==> src/rtl/lru_set_array.sv <==
// True-LRU recency stacks, one per cache set, with touch/demote updates
// and a registered one-cycle LRU/MRU query port.
module lru_set_array #(
    parameter int SETS  = 16,
    parameter int WAYS  = 4,
    parameter int SET_W = (SETS > 1) ? $clog2(SETS) : 1,
    parameter int WAY_W = $clog2(WAYS)
) (
    input  logic             clk,
    input  logic             rst,
    input  logic             touch_valid,
    input  logic [SET_W-1:0] touch_set,
    input  logic [WAY_W-1:0] touch_way,
    input  logic             demote_valid,
    input  logic [SET_W-1:0] demote_set,
    input  logic [WAY_W-1:0] demote_way,
    input  logic             query_valid,
    input  logic [SET_W-1:0] query_set,
    output logic             resp_valid,
    output logic [WAY_W-1:0] resp_lru_way,
    output logic [WAY_W-1:0] resp_mru_way
);

    typedef logic [WAYS-1:0][WAY_W-1:0] stack_t;

    localparam logic [SET_W:0] LP_SETS = (SET_W+1)'(SETS);

    stack_t           r_stack [SETS];
    logic             r_resp_valid;
    logic [WAY_W-1:0] r_resp_lru;
    logic [WAY_W-1:0] r_resp_mru;

    logic             w_t_inr;
    logic             w_d_inr;
    logic             w_q_inr;
    logic             w_t_hit;
    logic             w_d_hit;
    logic [SET_W-1:0] w_t_idx;
    logic [SET_W-1:0] w_d_idx;
    logic [SET_W-1:0] w_q_idx;
    stack_t           w_t_old;
    stack_t           w_t_new;
    stack_t           w_d_old;
    stack_t           w_d_new;
    stack_t           w_q_old;
    logic             w_t_seen;
    logic             w_d_seen;

    assign w_t_inr = {1'b0, touch_set}  < LP_SETS;
    assign w_d_inr = {1'b0, demote_set} < LP_SETS;
    assign w_q_inr = {1'b0, query_set}  < LP_SETS;
    assign w_t_hit = touch_valid  & w_t_inr;
    assign w_d_hit = demote_valid & w_d_inr;
    assign w_t_idx = w_t_inr ? touch_set  : '0;
    assign w_d_idx = w_d_inr ? demote_set : '0;
    assign w_q_idx = w_q_inr ? query_set  : '0;

    // Touch: entries above the hit position slide one step toward LRU.
    always_comb begin
        w_t_old    = r_stack[w_t_idx];
        w_t_new    = w_t_old;
        w_t_seen   = 1'b0;
        w_t_new[0] = touch_way;
        for (int i = 1; i < WAYS; i++) begin
            w_t_seen   = w_t_seen | (w_t_old[i-1] == touch_way);
            w_t_new[i] = w_t_seen ? w_t_old[i] : w_t_old[i-1];
        end
    end

    // Demote: entries below the hit position slide one step toward MRU.
    always_comb begin
        w_d_old         = r_stack[w_d_idx];
        w_d_new         = w_d_old;
        w_d_seen        = 1'b0;
        for (int i = 0; i < WAYS - 1; i++) begin
            w_d_seen   = w_d_seen | (w_d_old[i] == demote_way);
            w_d_new[i] = w_d_seen ? w_d_old[i+1] : w_d_old[i];
        end
        w_d_new[WAYS-1] = demote_way;
    end

    assign w_q_old = r_stack[w_q_idx];

    always_ff @(posedge clk) begin
        if (rst) begin
            for (int s = 0; s < SETS; s++) begin
                for (int i = 0; i < WAYS; i++) begin
                    r_stack[s][i] <= WAY_W'(i);
                end
            end
            r_resp_valid <= 1'b0;
            r_resp_lru   <= WAY_W'(WAYS - 1);
            r_resp_mru   <= '0;
        end else begin
            // Touch takes priority when both target the same set.
            for (int s = 0; s < SETS; s++) begin
                if (w_t_hit && touch_set == SET_W'(s)) begin
                    r_stack[s] <= w_t_new;
                end else if (w_d_hit && demote_set == SET_W'(s)) begin
                    r_stack[s] <= w_d_new;
                end
            end
            r_resp_valid <= query_valid;
            if (query_valid) begin
                if (w_q_inr) begin
                    r_resp_lru <= w_q_old[WAYS-1];
                    r_resp_mru <= w_q_old[0];
                end else begin
                    r_resp_lru <= WAY_W'(WAYS - 1);
                    r_resp_mru <= '0;
                end
            end
        end
    end

    assign resp_valid   = r_resp_valid;
    assign resp_lru_way = r_resp_lru;
    assign resp_mru_way = r_resp_mru;

endmodule

==> config.mk <==
export PLATFORM = sky130hd
export DESIGN_NAME = lru_set_array
export DESIGN_NICKNAME = d
export VERILOG_FILES = /design/src/rtl/lru_set_array.sv
export SDC_FILE = /design/constraint.sdc
export NUM_CORES = 1
export LEC_CHECK = 0
export CORE_ASPECT_RATIO = 1.75
export CORE_MARGIN = 1.5
export CORE_UTILIZATION = 44
export DETAILED_ROUTE_END_ITERATION = 8
export GPL_TIMING_DRIVEN = 0
export PLACE_DENSITY_LB_ADDON = 0.25
export SLEW_MARGIN = 10
export SYNTH_ARGS = -nofsm -noshare
export SYNTH_HDL_FRONTEND = slang
export SYNTH_SLANG_ARGS = --single-unit
==> constraint.sdc <==
create_clock -name clk -period 3.7 [get_ports clk]
set_input_delay 0.74 -clock clk [delete_from_list [all_inputs] [get_ports clk]]
set_output_delay 0.74 -clock clk [all_outputs]
set_load 0.01 [all_outputs]
**Gate families picked out**

Bar = 20 µm.
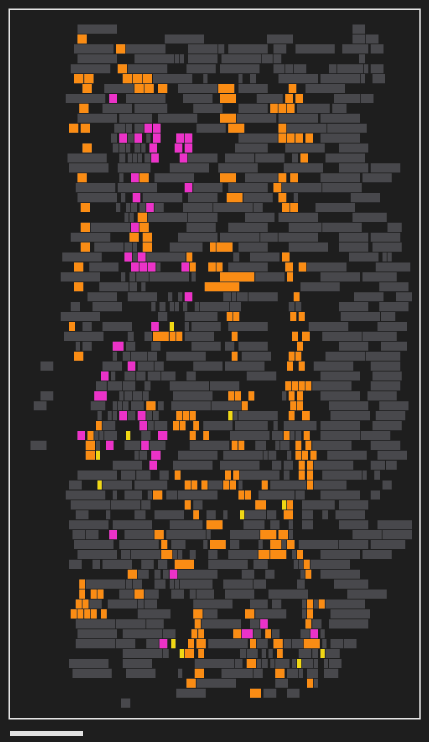
Key: inv cells = yellow [cells 11, most used inv_1]; and/or cells = magenta [cells 45, most used or3_1]; aoi and oai cells = orange [cells 194, most used o21ai_0]
most numerous logic cell after layout: edfxtp_1
multi-input gate share of total cell area: 0.477
Post-Layout Cell Count: 1039

**Clock distribution**

Bar = 20 µm.
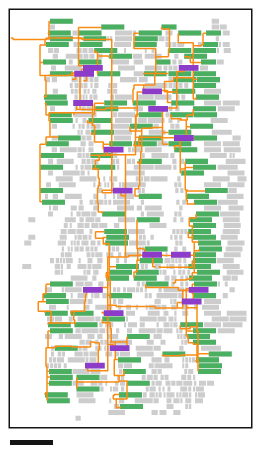
Key: flip-flops = green [count 133]; clock wires = orange [length 1860 µm]; clock-net drivers = purple [count 17]
There are 18 routed clock nets.

**Power grid**

Pins as bars on the die edge. Tap cells in gray.
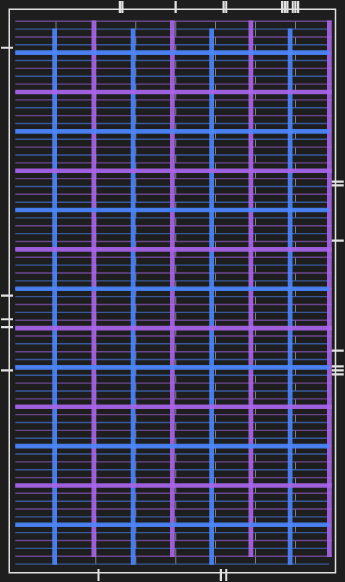
Key: VDD = purple; VSS = blue
13 straps on met5. 70 met1 rails follow the rows.
Core ar.: 20400 µm²
Chip Width: 112 µm
Die Y: 194 µm
Worst VDD drop: 0.000262 V

==> results.toml <==
# generated from flow reports
[status]
outcome = "finished with violations"
failed_checks = "design-rule violations"

[final_layout]
regArea_um2 = 3940
comb_area_um2 = 5120
largest_class = "combinational gates"
layout_top_cells = "128 x edfxtp_1, 85 x mux4_2, 51 x o21ai_0, 47 x a21oi_1, 33 x nor2_1"
final-clk-cell-share = 0.0567
n_antenna_cell = 0
fill_cells = 1730
design_area_um2 = 10700
seq-cell-share = 0.368
buffer_area_frac = 0.0657

[setup_path]
r2r_end = "r_stack[12][7]"
crit_slowest_cell = "mux4_2"
rr_startpoint = "r_stack[14][3]"
setup.worst_path.end_class = "flop"
cp_cell_sequence = "dlygate4sd2_1 > buf_6 > buf_4 > mux4_2 > mux4_2 > inv_1 > nor3_1 > a221o_1 > nor2_4 > buf_6 > o22ai_2"

[power_and_ir_drop]
finalPower_w = 0.00488
maxPowerGroup = "registers"
cellPowerDensity_nw_per_um2 = 455
switchingPower_w = 0.00154
switching_share = 0.315
combinationalPowerShare = 0.261
internal_power_w = 0.00335
pg_clk_w = 0.00177

[sta]
period_used_share = 0.991
final-hold-violation-count = 0
drv_slew = 0
rsz0062_at_grt = "no"
min_period_ns = 3.67
tightest_slew_ns = 0.940

[synth]
common_cells = "128 x edfxtp_1, 85 x mux4_2, 51 x o21ai_0"
netlist_area_um2 = 9200
yosysSeqAreaShare = 0.429
yosysTopAreaCell = "edfxtp_1"
xor_share = 0.0141
synthMuxAreaShare = 0.268
synth_top_cell_by_count = "edfxtp_1"
simple_gate_share = 0.102
floorplan.nets = 746
top_cells_by_area = "edfxtp_1 42%, mux4_2 21%, o21ai_0 2.8%"
async_flop_share = 0

[job]
drv_cap = 0
warnings = 26

[place]
dp_slack_ns = -1.58
placed_cells = 988
dp_hpwl_um = 27000

[cts]
cts_tree = "yes"
htree_levels = 4

[hold_path]
hold-path-endpoint = "resp_mru_way[0]"
hold_path.class = "flop to flop"

[detailed_routing]
ant_nets = 0
wl_met1_um = 10400
drtIter0Drc = 900
dr_wl_met3_um = 2930
drcViolationCount = 5
